<file path="src/rtl/mmio_pkg.sv">
// Definitions shared by the memory stage and the MMIO UART transmitter.
// Holds the bus width, the I/O address map and the UART frame geometry.
package mmio_pkg;
  localparam int BUS_WIDTH          = 32;
  localparam int MEM_MAP_IO_ADDRESS = 128;
  localparam int BITS_PER_BYTE      = 8;
  localparam int BYTES_PER_WORD     = 4;

  typedef enum logic [1:0] {
    IDLE  = 2'd0,
    START = 2'd1,
    DATA  = 2'd2,
    STOP  = 2'd3
  } uart_state_t;
endpackage

</file>
<file path="src/rtl/mmio_uart_tx_if.sv">
// Store-path push port and serial-side status of the MMIO UART transmitter.
// The master drives pushes; the slave (the UART) returns tx and FIFO status.
interface mmio_uart_tx_if;
  import mmio_pkg::*;

  logic                 io_wr;
  logic [BUS_WIDTH-1:0] io_data;
  logic                 tx;
  logic                 busy;
  logic                 full;
  logic                 overflow;

  modport master (output io_wr, io_data, input tx, busy, full, overflow);
  modport slave  (input io_wr, io_data, output tx, busy, full, overflow);
endinterface

</file>
<file path="src/rtl/mmio_fifo.sv">
// Synchronous FIFO, combinational read of the head word, one-cycle write.
// A push while full is only accepted when a pop happens on the same edge.
module mmio_fifo #(
  parameter int WIDTH = 32,
  parameter int DEPTH = 4
) (
  input  logic             clk,
  input  logic             rst,
  input  logic             push,
  input  logic             pop,
  input  logic [WIDTH-1:0] din,
  output logic [WIDTH-1:0] dout,
  output logic             full,
  output logic             empty
);
  localparam int AW = $clog2(DEPTH);

  logic [WIDTH-1:0] mem [DEPTH];
  logic [AW-1:0]    wr_ptr;
  logic [AW-1:0]    rd_ptr;
  logic [AW:0]      count;
  logic             do_push;
  logic             do_pop;

  assign empty   = (count == '0);
  assign full    = (count == (AW+1)'(DEPTH));
  assign do_pop  = pop && !empty;
  assign do_push = push && (!full || do_pop);
  assign dout    = mem[rd_ptr];

  always_ff @(posedge clk) begin
    if (rst) begin
      wr_ptr <= '0;
      rd_ptr <= '0;
      count  <= '0;
    end else begin
      if (do_push) wr_ptr <= wr_ptr + 1'b1;
      if (do_pop)  rd_ptr <= rd_ptr + 1'b1;
      count <= count + (AW+1)'(do_push) - (AW+1)'(do_pop);
    end
  end

  always_ff @(posedge clk) begin
    if (do_push) mem[wr_ptr] <= din;
  end
endmodule

</file>
<file path="src/rtl/mmio_uart_tx.sv">
// Serialises each stored 32-bit word as four 8N1 bytes, LSB byte first; tx falls one edge after a push.
// No backpressure: pushes into a full FIFO (without a same-edge pop) are dropped and flag overflow.
module mmio_uart_tx
  import mmio_pkg::*;
#(
  parameter int CLKS_PER_BIT = 868,
  parameter int FIFO_DEPTH   = 4
) (
  input logic          clk,
  input logic          rst,
  mmio_uart_tx_if.slave bus
);
  localparam int             TW     = $clog2(CLKS_PER_BIT);
  localparam logic [TW-1:0]  T_LOAD = TW'(CLKS_PER_BIT - 1);
  localparam logic [1:0]     LAST_BYTE = 2'(BYTES_PER_WORD - 1);

  uart_state_t          state, state_nxt;
  logic [TW-1:0]        timer, timer_nxt;
  logic [2:0]           bit_idx, bit_idx_nxt;
  logic [1:0]           byte_idx, byte_idx_nxt;
  logic [BUS_WIDTH-1:0] shreg, shreg_nxt;
  logic                 tx_q, tx_nxt;
  logic                 ovf_q, ovf_nxt;
  logic                 pop;
  logic                 tick;
  logic [7:0]           cur_byte;
  logic [BUS_WIDTH-1:0] fifo_dout;
  logic                 fifo_full;
  logic                 fifo_empty;

  mmio_fifo #(.WIDTH(BUS_WIDTH), .DEPTH(FIFO_DEPTH)) u_fifo (
    .clk   (clk),
    .rst   (rst),
    .push  (bus.io_wr),
    .pop   (pop),
    .din   (bus.io_data),
    .dout  (fifo_dout),
    .full  (fifo_full),
    .empty (fifo_empty)
  );

  assign tick     = (timer == '0);
  assign cur_byte = shreg[7:0];

  always_comb begin
    state_nxt    = state;
    timer_nxt    = timer;
    bit_idx_nxt  = bit_idx;
    byte_idx_nxt = byte_idx;
    shreg_nxt    = shreg;
    tx_nxt       = tx_q;
    pop          = 1'b0;
    if (state != IDLE && !tick) timer_nxt = timer - 1'b1;

    case (state)
      IDLE: begin
        tx_nxt = 1'b1;
        if (!fifo_empty) begin
          pop          = 1'b1;
          shreg_nxt    = fifo_dout;
          byte_idx_nxt = '0;
          bit_idx_nxt  = '0;
          timer_nxt    = T_LOAD;
          tx_nxt       = 1'b0;
          state_nxt    = START;
        end
      end
      START: begin
        if (tick) begin
          state_nxt   = DATA;
          bit_idx_nxt = '0;
          tx_nxt      = cur_byte[0];
          timer_nxt   = T_LOAD;
        end
      end
      DATA: begin
        if (tick) begin
          timer_nxt = T_LOAD;
          if (bit_idx == 3'd7) begin
            state_nxt = STOP;
            tx_nxt    = 1'b1;
          end else begin
            bit_idx_nxt = bit_idx + 1'b1;
            tx_nxt      = cur_byte[bit_idx_nxt];
          end
        end
      end
      STOP: begin
        if (tick) begin
          if (byte_idx != LAST_BYTE) begin
            byte_idx_nxt = byte_idx + 1'b1;
            shreg_nxt    = shreg >> BITS_PER_BYTE;
            timer_nxt    = T_LOAD;
            tx_nxt       = 1'b0;
            state_nxt    = START;
          end else if (!fifo_empty) begin
            // Next word starts straight after this stop bit, no idle gap.
            pop          = 1'b1;
            shreg_nxt    = fifo_dout;
            byte_idx_nxt = '0;
            timer_nxt    = T_LOAD;
            tx_nxt       = 1'b0;
            state_nxt    = START;
          end else begin
            state_nxt = IDLE;
          end
        end
      end
      default: state_nxt = IDLE;
    endcase

    ovf_nxt = ovf_q | (bus.io_wr & fifo_full & ~pop);
  end

  always_ff @(posedge clk) begin
    if (rst) begin
      state    <= IDLE;
      timer    <= '0;
      bit_idx  <= '0;
      byte_idx <= '0;
      shreg    <= '0;
      tx_q     <= 1'b1;
      ovf_q    <= 1'b0;
    end else begin
      state    <= state_nxt;
      timer    <= timer_nxt;
      bit_idx  <= bit_idx_nxt;
      byte_idx <= byte_idx_nxt;
      shreg    <= shreg_nxt;
      tx_q     <= tx_nxt;
      ovf_q    <= ovf_nxt;
    end
  end

  assign bus.tx       = tx_q;
  assign bus.busy     = (state != IDLE) || !fifo_empty;
  assign bus.full     = fifo_full;
  assign bus.overflow = ovf_q;
endmodule

</file>
<file path="src/flat_wrapper.sv">
// flat-port wrapper written by rule: the top's interface ports become plain ports
module mmio_uart_tx_flat import mmio_pkg::*;
#(
  parameter int CLKS_PER_BIT = 868,
  parameter int FIFO_DEPTH   = 4
)
  (clk, rst, bus_io_wr, bus_io_data, bus_tx, bus_busy, bus_full, bus_overflow);
  mmio_uart_tx_if bus_i ();
  input logic clk;
  input logic rst;
  input wire logic [$bits(bus_i.io_wr)-1:0] bus_io_wr;
  input wire logic [$bits(bus_i.io_data)-1:0] bus_io_data;
  output wire logic [$bits(bus_i.tx)-1:0] bus_tx;
  output wire logic [$bits(bus_i.busy)-1:0] bus_busy;
  output wire logic [$bits(bus_i.full)-1:0] bus_full;
  output wire logic [$bits(bus_i.overflow)-1:0] bus_overflow;
  assign bus_i.io_wr = bus_io_wr;
  assign bus_i.io_data = bus_io_data;
  assign bus_tx = bus_i.tx;
  assign bus_busy = bus_i.busy;
  assign bus_full = bus_i.full;
  assign bus_overflow = bus_i.overflow;
  mmio_uart_tx #(.CLKS_PER_BIT(CLKS_PER_BIT), .FIFO_DEPTH(FIFO_DEPTH)) u_core (.clk(clk), .rst(rst), .bus(bus_i));
endmodule
</file>
<file path="config.mk">
export PLATFORM = sky130hd
export DESIGN_NAME = mmio_uart_tx_flat
export DESIGN_NICKNAME = d
export VERILOG_FILES = /design/src/rtl/mmio_pkg.sv /design/src/rtl/mmio_uart_tx_if.sv /design/src/rtl/mmio_fifo.sv /design/src/rtl/mmio_uart_tx.sv /design/src/flat_wrapper.sv
export SDC_FILE = /design/constraint.sdc
export NUM_CORES = 1
export LEC_CHECK = 0
export ABC_AREA = 1
export CORE_AREA = 2 2 125 127
export CTS_CLUSTER_SIZE = 14
export DETAILED_ROUTE_END_ITERATION = 10
export DIE_AREA = 0 0 127 129
export MAX_ROUTING_LAYER = met4
export PLACE_DENSITY_LB_ADDON = 0.3
export SLEW_MARGIN = 30
export SYNTH_ARGS = -nofsm -noshare
export SYNTH_HDL_FRONTEND = slang
export SYNTH_SLANG_ARGS = --single-unit
</file>
<file path="constraint.sdc">
create_clock -name clk -period 3.5 [get_ports clk]
set_input_delay 0.7 -clock clk [delete_from_list [all_inputs] [get_ports clk]]
set_output_delay 0.7 -clock clk [all_outputs]
set_load 0.01 [all_outputs]
</file>
==> images/final_congestion.png <==
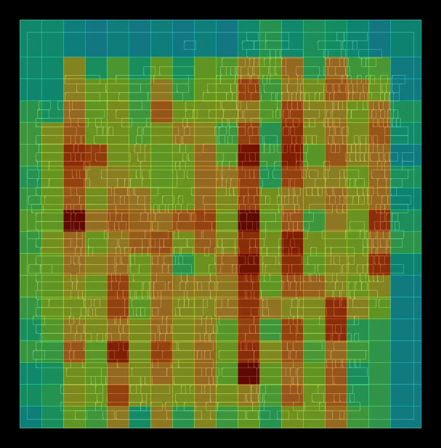
wire length per cell after detailed routing: 16.6 µm
total global routing track utilization: 0.217
met3 layer usage reported by global route: 0.0353
met2 Track Usage GR: 0.365

==> images/met1.png <==
Supply wires on this layer in grey.
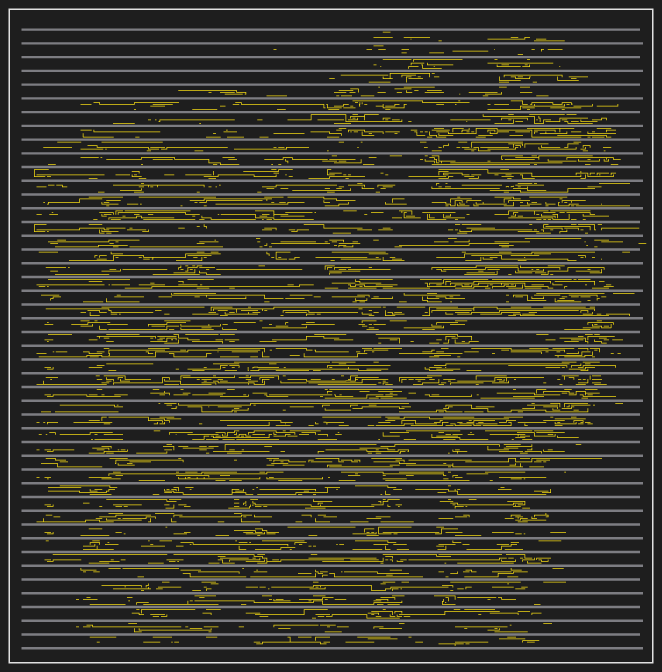
share of all routed wire	44%
main direction	horizontal
wire length on this layer	7260 µm
longest straight run	31.3 µm
nets with wire on the layer	785
total via count after detailed routing: 5591
Global Route met1 Usage: 0.269
routed wire length: 16500 µm

==> images/density.png <==
13 x 13 tiles, from white (low) to dark blue (high), 0 to 100% covered.
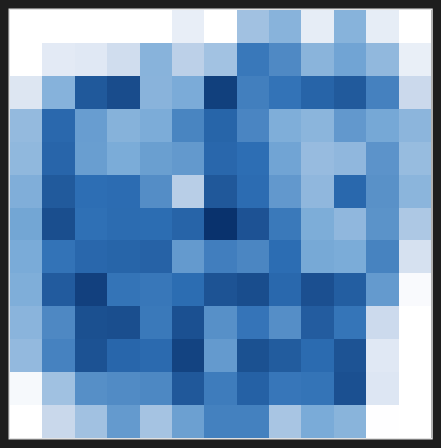
nearly empty tiles	8.3%
fullest tile	99%
mean over tiles	54%
tiles over 75% full	29%
emptiest ninth of the die	top left
utilization after layout: 0.607
Placeable Area: 15000 µm²
effective utilization at floorplan: 0.534

==> images/cell_classes.png <==
The bar under the picture is 50 µm long. Fill, decap, tap and diode cells in grey.
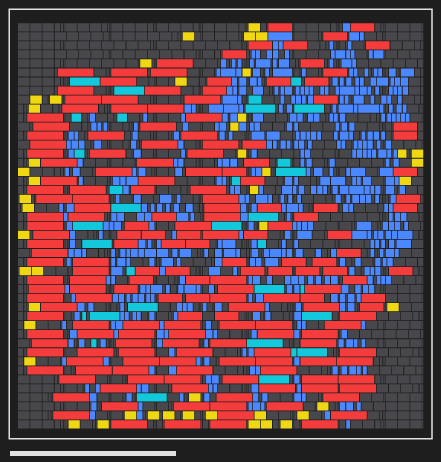
colour	class	cells	share of their area
yellow	other buffers and delay cells	46	5.0%
cyan	clock drivers and dummy loads	32	6.4%
blue	all other logic	538	32%
red	flip-flops	188	57%
standard-cell row count: 45
area of all placed cells without fillers: 9090 µm²
proportion of cell area occupied by registers: 0.555

==> run summary <==
Numbers from the implementation run.

The flow ran to the end, and the final reports show no timing, DRC or antenna violations. Per the Yosys statistics, synthesis produced 760 cells. STA lists the maximum fanout along the critical path as 10. The fraction of area in clock buffers and inverters is 0.0621.

Once detail routing completed, the nets flagged for antenna violations numbered 0. The synthesized area divided by synthesized cell count is 10.5 µm². The critical path starts at u_core.state[0]. The post-synthesis to final-layout area growth is 13.7%.

The sum of overflow across all layers after global routing is 0. The type recorded for the worst min-delay path is register to register. The number of setup buffers added after CTS is 0. The mapped netlist covers 8000 µm². The worst setup slack after placement is 597 ps.

Clock buffers in the final layout number 17. The combinational share of cell area is 0.287. Total power normalized to cell area comes to 807 nW/µm². The arithmetic-cell share of the synthesized area counting full adders, half adders and majority gates is 0.0260.

STA shows the worst reg2reg path with a cell count of 14. Of the total power, registers draw 0.406. The clock tree from TritonCTS is done. The die outline height is 129 µm. The max-slew violation total from the final report is 0. According to the tapcell log, the count of inserted taps is 188. The critical path's top delay family is adder cells. The highest-count logic cell in the final layout is edfxtp_1. Summed over all sequential cells, the power is 2.98 mW. Of the total power, the share spent switching nets is 0.372. The share of synthesized area in the top cell type comes to 0.481. STA lists the endpoint of the worst register-to-register path as u_core.u_fifo.count[2]. The flow reports an fmax of 0.345 GHz.

The cell resize tally after clock tree synthesis is 0. The script logs the ratio of routed vias to standard cells as 5.64. The timing report shows the most common cell along the critical path to be inv_1. Of the total synthesized cell area, the portion taken by AND-OR and OR-AND cells is 0.124. Per the post-run analysis, buffers plus inverters along the critical path come to 3. The net count of the finished layout is 842. The fraction of layout cells with a size suffix above 1 is 0.117.

The number of buffers other than clock buffers in the final layout is 46. The routed layout reports a DRC error count of 0. The library cell with the highest instance count after synthesis is edfxtp_1. The data required time at the worst endpoint is 3820 ps. The number of instances on the worst hold path is 1. The area of placed instances is 8530 µm². In this run the tool buffered the top-level ports with 38 buffer cells. Ranking logic cells in the layout by count gives the top entries edfxtp_1, nor2_1, o21ai_0. The number of antenna violations at the first check in global routing is 0. For this block, the initial DRC count from the detailed router was 429. Buffers inserted during clock tree synthesis total 17. The type of destination of the critical path is a register.
layer usage:
layer  vias to the layer above  GRT usage  wire, µm
li1                       2724          -         -
met1                      2688      0.269      7260
met2                       152      0.365      8140
met3                        27     0.0353       746
met4                         0     0.0782       326
met5                         -          -         0
stage by stage:
stage | util | hold WS, ps | total power, mW
after global routing | 0.607 | 505 | 7.82
final | 0.607 | 460 | 7.34
after global placement | 0.569 | 440 | 5.46
after detailed placement | 0.569 | 451 | 5.54
after CTS | 0.607 | 463 | 7.37
after floorplan | - | 429 | 4.94
kinds of logic (layout without fill, tap and decap cells):
kind of cell | after synthesis | after routing
AND-OR/OR-AND | 181 | 181
XOR/XNOR | 8 | 8
adder cells (fa/ha/maj) | 16 | 16
buffers and inverters | 86 | 130
flip-flops | 188 | 188
AND/OR/NAND/NOR | 281 | 281
Power figures rest on the tool's default switching activity, not on a simulated workload.
